==> src/rtl/prio_irq_pkg.sv <==
`default_nettype none
// ============================================================================
//  Module   : prio_irq_pkg
//  Brief    : Shared types and index helpers for the priority interrupt block.
//  Revision : 1.0
// ============================================================================
package prio_irq_pkg;

   typedef enum logic [1:0] {
      IDLE    = 2'd0,
      ARB     = 2'd1,
      PRESENT = 2'd2
   } state_t;

   // Flat request index of channel c on bus b.
   function automatic int flat_idx(input int b, input int c, input int num_ch);
      return b * num_ch + c;
   endfunction

endpackage
`default_nettype wire

==> src/rtl/prio_irq_arb.sv <==
`default_nettype none
// ============================================================================
//  Module   : prio_irq_arb
//  Brief    : Combinational fixed-priority finder; lowest bus, then lowest channel.
//  Revision : 1.0
// ============================================================================
module prio_irq_arb
   import prio_irq_pkg::*;
#(
   parameter int NUM_BUS = 3,
   parameter int NUM_CH  = 9,
   parameter int BUS_W   = 2,
   parameter int CH_W    = 4
)(
   input  logic [NUM_BUS*NUM_CH-1:0] eligible,
   output logic                      found,
   output logic [BUS_W-1:0]          bus,
   output logic [CH_W-1:0]           chan
);

   // Scan from lowest priority upward so the last hit is the winner.
   always_comb begin
      found = 1'b0;
      bus   = '0;
      chan  = '0;
      for (int b = NUM_BUS - 1; b >= 0; b--) begin
         for (int c = NUM_CH - 1; c >= 0; c--) begin
            if (eligible[flat_idx(b, c, NUM_CH)]) begin
               found = 1'b1;
               bus   = BUS_W'(b);
               chan  = CH_W'(c);
            end
         end
      end
   end

endmodule
`default_nettype wire

==> src/rtl/prio_irq_ctrl.sv <==
`default_nettype none
// ============================================================================
//  Module   : prio_irq_ctrl
//  Brief    : Latched, masked, fixed-priority interrupt controller with valid/ack.
//  Revision : 1.0
// ============================================================================
module prio_irq_ctrl
   import prio_irq_pkg::*;
#(
   parameter int NUM_BUS   = 3,
   parameter int NUM_CH    = 9,
   parameter int EDGE_MODE = 1,
   parameter int BUS_W     = (NUM_BUS > 1) ? $clog2(NUM_BUS) : 1,
   parameter int CH_W      = (NUM_CH > 1) ? $clog2(NUM_CH) : 1
)(
   input  logic                      clk,
   input  logic                      rst_n,
   input  logic [NUM_BUS*NUM_CH-1:0] req,
   input  logic                      cfg_we,
   input  logic [NUM_BUS*NUM_CH-1:0] cfg_mask,
   output logic                      irq_valid,
   input  logic                      irq_ack,
   output logic [BUS_W-1:0]          irq_bus,
   output logic [CH_W-1:0]           irq_chan,
   output logic [NUM_BUS*NUM_CH-1:0] pend_o,
   output logic                      ovr_o,
   input  logic                      ovr_clr
);

   localparam int c_num_src = NUM_BUS * NUM_CH;

   state_t                 r_state;
   logic                   r_valid;
   logic [BUS_W-1:0]       r_bus;
   logic [CH_W-1:0]        r_chan;
   logic [c_num_src-1:0]   r_req_q;
   logic [c_num_src-1:0]   r_pend;
   logic [c_num_src-1:0]   r_mask;
   logic                   r_ovr;

   logic                   w_ack_take;
   logic [c_num_src-1:0]   w_clr;
   logic [c_num_src-1:0]   w_eligible;
   logic [c_num_src-1:0]   w_pend_nxt;
   logic                   w_ovr_hit;
   logic                   w_found;
   logic [BUS_W-1:0]       w_bus;
   logic [CH_W-1:0]        w_chan;

   assign w_ack_take = (r_state == PRESENT) && irq_ack;
   assign w_eligible = r_pend & r_mask;

   // One-hot clear of the source currently being acknowledged.
   always_comb begin
      w_clr = '0;
      for (int b = 0; b < NUM_BUS; b++) begin
         for (int c = 0; c < NUM_CH; c++) begin
            w_clr[flat_idx(b, c, NUM_CH)] = w_ack_take
                                           && (r_bus == BUS_W'(b))
                                           && (r_chan == CH_W'(c));
         end
      end
   end

   generate
      if (EDGE_MODE != 0) begin : g_edge
         logic [c_num_src-1:0] w_set;
         assign w_set      = req & ~r_req_q;
         // A new edge beats a same-cycle clear, and is not an overrun then.
         assign w_pend_nxt = (r_pend & ~w_clr) | w_set;
         assign w_ovr_hit  = |(w_set & r_pend & ~w_clr);
      end else begin : g_level
         assign w_pend_nxt = req;
         assign w_ovr_hit  = 1'b0;
      end
   endgenerate

   prio_irq_arb #(
      .NUM_BUS (NUM_BUS),
      .NUM_CH  (NUM_CH),
      .BUS_W   (BUS_W),
      .CH_W    (CH_W)
   ) u_arb (
      .eligible (w_eligible),
      .found    (w_found),
      .bus      (w_bus),
      .chan     (w_chan)
   );

   always_ff @(posedge clk or negedge rst_n) begin
      if (!rst_n) begin
         r_req_q <= '0;
         r_pend  <= '0;
         r_mask  <= '1;
         r_ovr   <= 1'b0;
         r_state <= IDLE;
         r_valid <= 1'b0;
         r_bus   <= '0;
         r_chan  <= '0;
      end else begin
         r_req_q <= req;
         r_pend  <= w_pend_nxt;
         if (cfg_we) begin
            r_mask <= cfg_mask;
         end
         if (w_ovr_hit) begin
            r_ovr <= 1'b1;
         end else if (ovr_clr) begin
            r_ovr <= 1'b0;
         end
         case (r_state)
            IDLE: begin
               if (w_found) begin
                  r_bus   <= w_bus;
                  r_chan  <= w_chan;
                  r_state <= ARB;
               end
            end
            ARB: begin
               r_valid <= 1'b1;
               r_state <= PRESENT;
            end
            PRESENT: begin
               if (irq_ack) begin
                  r_valid <= 1'b0;
                  r_state <= IDLE;
               end
            end
            default: begin
               r_valid <= 1'b0;
               r_state <= IDLE;
            end
         endcase
      end
   end

   assign irq_valid = r_valid;
   assign irq_bus   = r_bus;
   assign irq_chan  = r_chan;
   assign pend_o    = r_pend;
   assign ovr_o     = r_ovr;

endmodule
`default_nettype wire
==> config.mk <==
export PLATFORM = sky130hd
export DESIGN_NAME = prio_irq_ctrl
export DESIGN_NICKNAME = d
export VERILOG_FILES = /design/src/rtl/prio_irq_pkg.sv /design/src/rtl/prio_irq_arb.sv /design/src/rtl/prio_irq_ctrl.sv
export SDC_FILE = /design/constraint.sdc
export NUM_CORES = 1
export LEC_CHECK = 0
export CORE_UTILIZATION = 46
export DETAILED_ROUTE_END_ITERATION = 8
export PLACE_DENSITY = 0.76
export SLEW_MARGIN = 5
export SYNTH_ARGS = -nofsm -noshare
export SYNTH_HDL_FRONTEND = slang
export SYNTH_SLANG_ARGS = --single-unit
==> constraint.sdc <==
create_clock -name clk -period 1.7 [get_ports clk]
set_input_delay 0.34 -clock clk [delete_from_list [all_inputs] [get_ports clk]]
set_output_delay 0.34 -clock clk [all_outputs]
set_load 0.03 [all_outputs]
### Placement view, run 1

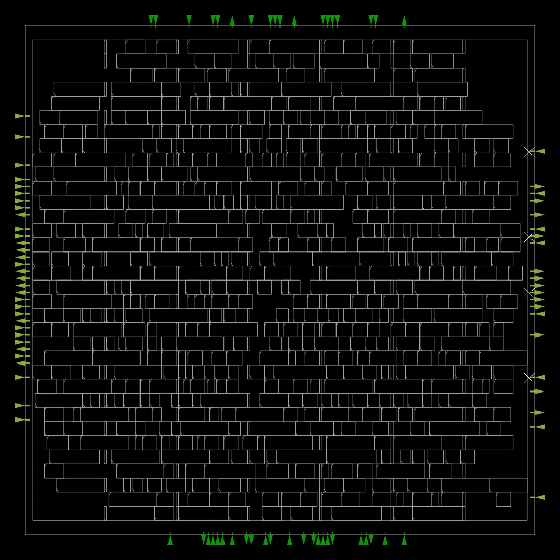
core area: 8810 sq um
Std-Cell Rows: 34
filler instances: 636
filler-free cell count of the finished design: 709

### Placement by cell class, run 1

(3 px per micron)
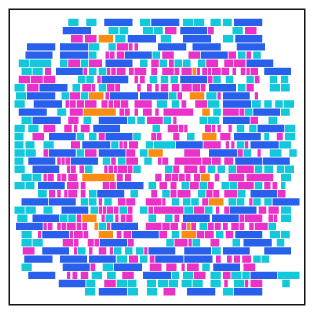
Key: other buffers and delay cells = cyan [cells 211, share of their area 28%]; clock drivers and dummy loads = orange [cells 16, share of their area 3.3%]; all other logic = magenta [cells 283, share of their area 32%]; flip-flops = blue [cells 91, share of their area 36%]

### Routed clock nets over the placement, run 1

(3 px per micron)
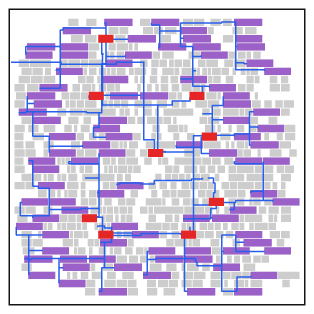
Key: flip-flops = purple [count 91]; cells driving clock nets = red [count 9]; clock wires = blue [length 1,080 microns]
Position of the flops: widely spread.

### Sequential cells colored by netlist name, run 1

(3 px per micron) Other sequential cells in the stronger gray, the rest of the logic in the fainter gray.
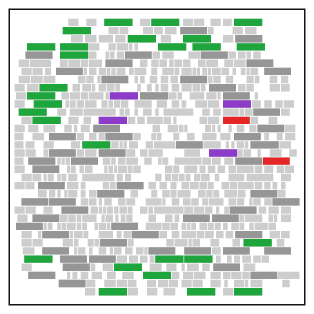
Key: r_state = red [flops 2]; r_mask = green [flops 27, where widely spread]; irq_chan = purple [flops 4]
Another 58 sequential cells are not colored.

==> results.ini, run 1 <==
[yosys]
top_cell=dfrtp_1
avgSynthCellArea_sq_um=11.0
synth-edff-count=0
ys_types=51
synthArstFlopShare_pct=100
synth_seq_share_pct=54.5
syn_inst=386
area_leaders=dfrtp_1 (38%), dfstp_2 (17%), mux2_2 (7.2%)
yosys_warnings=0
ys_area_sq_um=4240
ys.flops=91
netlist_area_sq_um=4240
largest_area_cell=dfrtp_1
synth_top_area_share_pct=37.8

[final_layout]
fin_area_sq_um=6530
num_antenna_cells=0
final_nets=655
drive_gt1_share_pct=38.4

[power_and_ir_drop]
irDropWorstVdd_mv=0.546
power.density_nw_per_um2=1100

[placement]
gp_congestion=0.966
hpwlAfterDp_mm=10.8

[floorplanning]
die_h_microns=98.0
core_util_floorplan_pct=48.1
fp.dieArea_sq_um=9600

[setup_path]
critical_path.max_fanout=10
path_class=reg -> reg
cp-end-kind=register
critPathMaxStageDelay_ns=0.51
crit_slowest_cell=dfrtp_2
start_kind=register
cp_cell_sequence=buf_4 -> nor4b_2 -> a31oi_1 -> nor4_1 -> and4_1 -> nand4_1
arrival_ns=2.10

[cts]
cts_buffer_depth=2
worstSkewPairLatency_ns=0.36
root_buffer=clkbuf_8

[route]
vias=4184
routed_wl_mm=14.2
drt-initial-drc-count=319
routedWlPerCell_microns=20.0
drc=4

[timing]
relSlewSlack_pct=67.7
tightest_slew_ns=0.484
fin_ws_ns=-0.155
fin_worst_skew_ns=0.00997
min_period_ns=1.85
fin_hold_ws_ns=0.00121
setup_tns_ns=-0.387
max_freq_ghz=0.539
period_used_pct=109
finalSetupViolCount=5

[grt]
grt_overflow_total=0
grt_pass1_vias=4279
grt_pass1_wl_mm=22.5
grt_max_degree=92
groute.usage.overall_pct=30.8
grt_util_met3_pct=5.87

[run]
warning_count=29
cap_violations=0

[status]
violations=design-rule violations, negative setup slack
status=complete, but fails checks

[run 1: sequential cells by signal, summed over array words and instances (netlist names)]
signal	cells
r_req_q	27
r_mask	27
irq_valid	1
pend_o	27
irq_bus	2
r_state	2
ovr_o	1
irq_chan	4
[run 1: stage by stage]
step                      total power [mW]  std cells  setup slack, ns
final                                 7.15        709           -0.155
after detailed placement              5.25        683           -0.545
after global routing                  7.45        709           -0.236
after CTS                             6.88        701           -0.118
after global placement                5.18        683           -0.513
after floorplan                       3.80        386           -0.161
[run 1: cell families (layout without fill, tap and decap cells)]
kind of cell	count (synthesis)	in the layout	synth area share [%]
AND/OR/NAND/NOR	97	97	14.0
AND-OR/OR-AND	123	123	19.5
flip-flops	91	91	54.5
buffers and inverters	46	261	4.19
multiplexers	29	29	7.76
[run 1: layout make-up]
type                            count  area, sq um  share of cell area (%)
Sequential cell                    91         2320                    35.5
Multi-Input combinational cell    249         1920                    29.4
Timing Repair Buffer              211         1820                    27.8
Clock buffer                       12          135                    2.07
Tap cell                          108          135                    2.07
Inverter                           34          128                    1.96
Clock inverter                      4         76.3                    1.17
[run 1: routing by layer]
| metal | vias up | wire, microns |
|---|---|---|
| li1 | 1863 | - |
| met1 | 2069 | 5700 |
| met2 | 208 | 6840 |
| met3 | 44 | 1070 |
| met4 | 0 | 548 |
| met5 | - | 0 |
[run 1: final timing paths]
path,slack (ns),cells past startpoint,to,start
max in group asynchronous,1.29,2,irq_chan[1],rst_n
min in group clk,0.44,1,pend_o[6],r_req_q[6]
min,0.001,2,pend_o[23],rst_n
max reg2reg,-0.15,6,ovr_o,irq_chan[0]
min reg2reg,0.44,1,pend_o[6],r_req_q[6]
max,-0.15,6,ovr_o,irq_chan[0]
[run 1: worst max-delay path, delay by kind of cell (launching register included)]
kind	cells	cell delay (ns)
simple gates	4	0.90
flops	1	0.51
buf+inv	1	0.20
compound gates	1	0.12
[run 1: power breakdown]
part	internal, mW	switching, mW
Clock	0.834	0.764
Combinational	1.43	1.41
Sequential	2.45	0.260
Total	4.71	2.44
[run 1: placed cells by master, fill, tap and decap left out, types with 9 or more instances in the layout]
| cell | netlist | final |
|---|---|---|
| o21ai_0 | 53 | 41 |
| buf_4 | 0 | 114 |
| clkbuf_8 | 0 | 9 |
| mux2_2 | 27 | 27 |
| dfstp_2 | 27 | 27 |
| a31oi_1 | 17 | 17 |
| nand2_1 | 27 | 26 |
| dfrtp_1 | 64 | 58 |
| inv_1 | 33 | 33 |
| clkdlybuf4s50_1 | 0 | 57 |
| nand3b_1 | 17 | 17 |
| o21ai_1 | 0 | 11 |
| dlygate4sd2_1 | 0 | 26 |
[run 1: what timing repair did]
action	in CTS	in global routing
hold endpoints to repair	0	0
pin swaps	6	8
buffers inserted	2	9
hold buffers	0	0
gates resized	54	40
endpoints found under the setup margin	42	30
--- run 2 (diff from run 1) ---
--- a/config.mk
+++ b/config.mk
@@ -5,6 +5,7 @@
 export SDC_FILE = /design/constraint.sdc
 export NUM_CORES = 1
 export LEC_CHECK = 0
+export CAP_MARGIN = 20
 export CORE_UTILIZATION = 46
 export DETAILED_ROUTE_END_ITERATION = 8
 export PLACE_DENSITY = 0.76
### Routed clock nets over the placement, run 2

(3 px per micron)
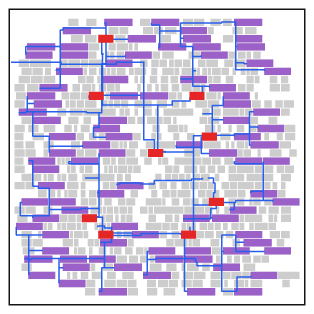
Key: cells driving clock nets = red [count 9]; flip-flops = purple [count 91]; clock wires = blue [length 1,080 microns]
Position of the flops: widely spread.

### Port wiring, run 2

(4 px per micron)
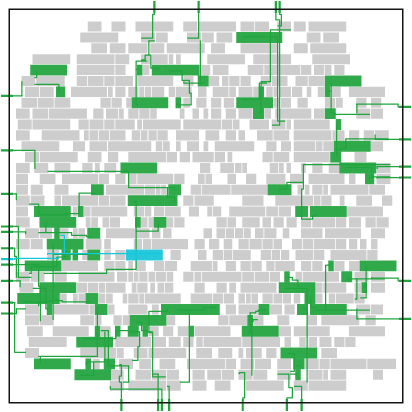
Key: ovr_o = cyan [direction output, edge left, end cells 1, buffers 1, wire 46.3 microns]; req = green [direction input, edge 10 left, 7 bottom, 6 right, 4 top, end cells 76, buffers 34, wire 1,010 microns]

==> results.ini, run 2 <==
[status]
status=complete, but fails checks  ; unchanged
violations=design-rule violations, negative setup slack  ; unchanged

[yosys]
avgSynthCellArea_sq_um=11.0  ; unchanged
synthSimpleGateAreaFrac_pct=14.0  ; unchanged
yosys_warnings=0  ; unchanged
ys_area_sq_um=4240  ; unchanged
top_cell=dfrtp_1  ; unchanged
largest_area_cell=dfrtp_1  ; unchanged
netlist_area_sq_um=4240  ; unchanged
synthArstFlopShare_pct=100  ; unchanged
ys_sh_adder_pct=0  ; unchanged
synth_seq_share_pct=54.5  ; unchanged
area_leaders=dfrtp_1 (38%), dfstp_2 (17%), mux2_2 (7.2%)  ; unchanged
synth-edff-count=0  ; unchanged

[timing]
tightest_slew_ns=0.484  ; unchanged
min_period_ns=1.85  ; unchanged
finalSetupViolCount=5  ; unchanged
fin_worst_skew_ns=0.00997  ; unchanged
max_freq_ghz=0.539  ; unchanged
fin_ws_ns=-0.155  ; unchanged

[power_and_ir_drop]
power_mw=7.15  ; unchanged
internal_power_mw=4.71  ; unchanged
p_switching_mw=2.44  ; unchanged

[setup_path]
path_class=reg -> reg  ; unchanged
rrSetupSlack_ns=-0.15  ; about the same
r2r_start=irq_chan[0]  ; unchanged
cp-end-kind=register  ; unchanged
timing.rr.end=ovr_o  ; unchanged
start_kind=register  ; unchanged
arrival_ns=2.10  ; about the same
critical_path.max_fanout=10  ; unchanged

[run]
cap_violations=0  ; unchanged
warning_count=29  ; unchanged

[grt]
grt_max_degree=92  ; unchanged
grt_util_met3_pct=5.87  ; unchanged
grt_pass1_vias=4279  ; unchanged
groute.usage.overall_pct=30.8  ; unchanged

[cts]
cts_hold_buf=0  ; unchanged
root_buffer=clkbuf_8  ; unchanged

[route]
drc=4  ; unchanged
routedWlPerCell_microns=20.0  ; unchanged

[floorplanning]
rows=34  ; unchanged
fp.dieArea_sq_um=9600  ; unchanged

[placement]
place_ws_ns=-0.545  ; unchanged
placed_cells=683  ; unchanged

[final_layout]
final_cell_mix=buf_4 (114), dfrtp_1 (58), clkdlybuf4s50_1 (57)  ; unchanged
drive_gt1_share_pct=38.4  ; unchanged

[run 2: cell type report]
cell class / count / area (sq um)
Sequential cell: 91 / 2320
Fill cell: 636 / 2280
Multi-Input combinational cell: 249 / 1920
Timing Repair Buffer: 211 / 1820
Clock buffer: 12 / 135
Tap cell: 108 / 135
Inverter: 34 / 128
Clock inverter: 4 / 76.3
[run 2: worst max-delay path by stage]
stage                 from     endpoint  slack (ns)  depth (start not counted)
6_report       irq_chan[0]        ovr_o       -0.15                          6
5_1_grt        irq_chan[0]        ovr_o       -0.24                          6
4_1_cts        irq_chan[3]        ovr_o       -0.12                          6
3_5_place_dp       irq_ack        ovr_o       -0.54                          7
3_3_place_gp       irq_ack        ovr_o       -0.51                          7
2_1_floorplan   pend_o[12]  irq_chan[2]       -0.16                          6
[run 2: timing repair]
action | in CTS | in global routing
resized | 54 | 40
buffers inserted | 2 | 9
pin swaps | 6 | 8
setup endpoints to repair | 42 | 30
[run 2: metal layers]
layer	up-vias	share of wire [%]	wire length, microns
met5	-	0	0
met3	44	7.5	1070
met1	2069	40	5700
met2	208	48	6840
met4	0	3.9	548
li1	1863	-	-
[run 2: cell families after synthesis]
| logic type | after synthesis |
|---|---|
| buf+inv | 46 |
| mux | 29 |
| flops | 91 |
| compound gates | 123 |
| simple gates | 97 |
[run 2: per-stage QoR]
stage / hold WS (ns) / setup TNS [ns] / area [sq um]
final: 0.00121 / -0.387 / 6530
after global routing: 0.0410 / -1.46 / 6530
after CTS: 0.0220 / -0.287 / 6320
after detailed placement: 0.422 / -7.79 / 6100
after global placement: 0.417 / -6.67 / 6100
after floorplan: 0.0444 / -0.303 / 4250
[run 2: power by group through the flow]
stage / Sequential, mW / Combinational (mW) / Clock [mW]
floorplan: 2.86 / 0.940 / 0
global placement: 2.69 / 2.49 / 0
detailed placement: 2.71 / 2.54 / 0
CTS: 2.68 / 2.58 / 1.62
global route: 2.73 / 3.01 / 1.71
finish: 2.71 / 2.84 / 1.60
[run 2: critical path, stage by stage (launching register included)]
cell and delay (ns):
dfrtp_2 0.51, buf_4 0.20, nor4b_2 0.25, a31oi_1 0.12, nor4_1 0.28, and4_1 0.28
nand4_1 0.09
### Placement view, run 2

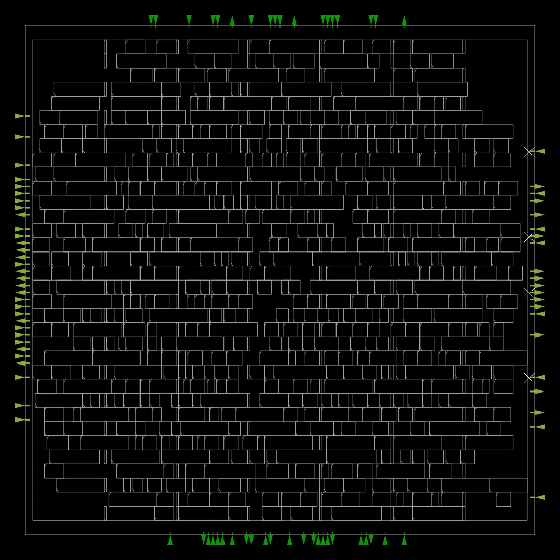

--- run 3 (diff from run 2) ---
--- a/config.mk
+++ b/config.mk
@@ -8,6 +8,7 @@
 export CAP_MARGIN = 20
 export CORE_UTILIZATION = 46
 export DETAILED_ROUTE_END_ITERATION = 8
+export GPL_ROUTABILITY_DRIVEN = 0
 export PLACE_DENSITY = 0.76
 export SLEW_MARGIN = 5
 export SYNTH_ARGS = -nofsm -noshare
### Placement view, run 3

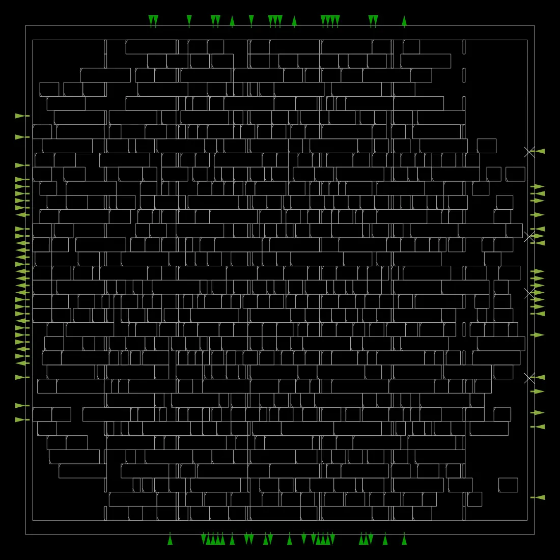
Layout Utilization: 74.9%
flop count: 91
filler instances: 560
filler-free cell count of the finished design: 710

==> results.ini, run 3 <==
[power_and_ir_drop]
p_comb_share_pct=41.3  ; was 39.8%
pwr-share-clk_pct=22.0  ; was 22.4%
power_frac_seq_pct=36.7  ; was 37.9%
internal_power_mw=4.69  ; was 4.71 mW
irDropWorstVdd_mv=0.715  ; was 0.546 mV
swShare_pct=35.8  ; was 34.1%
p_switching_mw=2.62  ; was 2.44 mW

[route]
routedWlPerCell_microns=21.7  ; was 20.0 microns
routed_wl_mm=15.4  ; was 14.2 mm
vias=4428  ; was 4,184
drt-initial-drc-count=484  ; was 319
drc=4  ; unchanged

[yosys]
top_logic_kind=AND-OR/OR-AND gates  ; unchanged
netlist_area_sq_um=4240  ; unchanged
area_leaders=dfrtp_1 (38%), dfstp_2 (17%), mux2_2 (7.2%)  ; unchanged
synthArstFlopShare_pct=100  ; unchanged
top_cell=dfrtp_1  ; unchanged
mux_share_pct=7.76  ; unchanged
ys.flops=91  ; unchanged
synth-edff-count=0  ; unchanged
ys_sh_xor_pct=0  ; unchanged
syn_inst=386  ; unchanged
synth_seq_share_pct=54.5  ; unchanged
yosys_warnings=0  ; unchanged
synth_top_area_share_pct=37.8  ; unchanged
synthAoiAreaFrac_pct=19.5  ; unchanged
ys_sh_adder_pct=0  ; unchanged

[final_layout]
final_cell_mix=buf_4 (113), dfrtp_1 (59), clkdlybuf4s50_1 (57)  ; was buf_4 (114), dfrtp_1 (58), clkdlybuf4s50_1 (57)
drive_gt1_share_pct=39.0  ; was 38.4%
register_area_sq_um=2320  ; about the same

[grt]
grt_max_degree=40  ; was 92
grt_overflow_total=0  ; unchanged
grt_util_met3_pct=7.73  ; was 5.87%

[status]
status=complete, but fails checks  ; unchanged
violations=design-rule violations, negative setup slack  ; unchanged

[setup_path]
rr_worst_depth=6  ; unchanged
arrival_ns=2.22  ; was 2.10 ns
path_class=reg -> reg  ; unchanged
r2r_start=r_mask[25]  ; was irq_chan[0]
rrSetupSlack_ns=-0.21  ; was -0.15 ns
cp-end-kind=register  ; unchanged
timing.rr.end=irq_chan[2]  ; was ovr_o

[timing]
fin_ws_ns=-0.207  ; was -0.155 ns
fin_worst_skew_ns=0.0116  ; was 0.00997 ns
tightest_slew_ns=0.377  ; was 0.484 ns
period_used_pct=112  ; was 109%
finalSetupViolCount=9  ; was 5

[cts]
worstSkewPairLatency_ns=0.37  ; was 0.36 ns
cts_buffer_depth=2  ; unchanged

[run]
warning_count=29  ; unchanged
cap_violations=0  ; unchanged

[placement]
hpwlAfterDp_mm=10.4  ; was 10.8 mm

[floorplanning]
fp.dieArea_sq_um=9600  ; unchanged
rows=34  ; unchanged

### Sequential cells colored by netlist name, run 3

(3 px per micron) Other sequential cells in the stronger gray, the rest of the logic in the fainter gray.
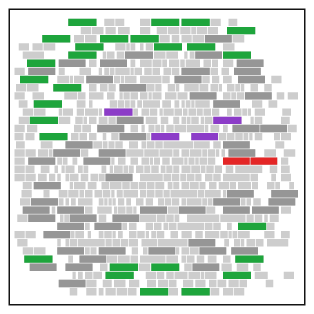
Key: irq_chan = purple [flops 4]; r_mask = green [flops 27, where widely spread]; r_state = red [flops 2]
Another 58 sequential cells are not colored.

[run 3: logic make-up after synthesis]
family / Yosys count
buffers and inverters: 46
and+or+nand+nor: 97
muxes: 29
DFF: 91
AOI/OAI and AO/OA: 123
[run 3: power groups by stage]
stage	combinational (mW)	sequential (mW)	clock, mW
after floorplan	0.940	2.86	0
after global placement	2.41	2.68	0
after detailed placement	2.48	2.69	0
after CTS	2.72	2.66	1.59
after global routing	3.14	2.70	1.71
final	3.02	2.68	1.61
[run 3: per-stage QoR]
step / setup slack (ns) / cell area (sq um) / setup TNS (ns) / total power [mW] / hold slack, ns
final: -0.207 / 6600 / -0.736 / 7.31 / 0.417
after global routing: -0.262 / 6600 / -1.44 / 7.55 / 0.444
after CTS: -0.116 / 6500 / -0.237 / 6.98 / 0.439
after detailed placement: -0.550 / 6080 / -7.37 / 5.17 / 0.270
after global placement: -0.475 / 6080 / -6.09 / 5.09 / 0.263
after floorplan: -0.161 / 4250 / -0.303 / 3.80 / 0.0444
[run 3: how the worst max path moves through the flow]
stage | from | end | slack, ns
CTS | pend_o[10] | irq_chan[2] | -0.12
global placement | irq_ack | ovr_o | -0.48
global route | r_mask[25] | irq_chan[2] | -0.26
detailed placement | irq_ack | ovr_o | -0.55
floorplan | pend_o[12] | irq_chan[2] | -0.16
finish | r_mask[25] | irq_chan[2] | -0.21
[run 3: final cells by class]
class / instances / share of cell area (%)
flip-flops and latches: 91 / 35.1
repair buffers: 212 / 27.7
well taps: 108 / 2.05
multi-input cells: 249 / 29.9
inverters: 34 / 1.93
clock inverters: 5 / 0.891
clock buffers: 11 / 2.47
[run 3: timing repair]
action | CTS | global route
pin swaps | 9 | 8
hold buffers | 1 | 0
setup buffers | 9 | 5
setup endpoints to repair | 56 | 33
endpoints found under the hold margin | 14 | 0
gates resized | 83 | 28
[run 3: metal layers]
layer / wire (microns) / part of all wire, %
met1: 5850 / 38
met2: 7010 / 46
met3: 1490 / 9.7
met4: 1020 / 6.6
met5: 0 / 0
[run 3: critical path: stages, from the launching register on]
cell and delay [ns]:
dfstp_2 0.55, a22oi_2 0.11, a2111oi_2 0.41, buf_4 0.21, o21ai_0 0.11, a31oi_1 0.25, mux2_4 0.20
Power figures rest on the tool's default switching activity, not on a simulated workload.
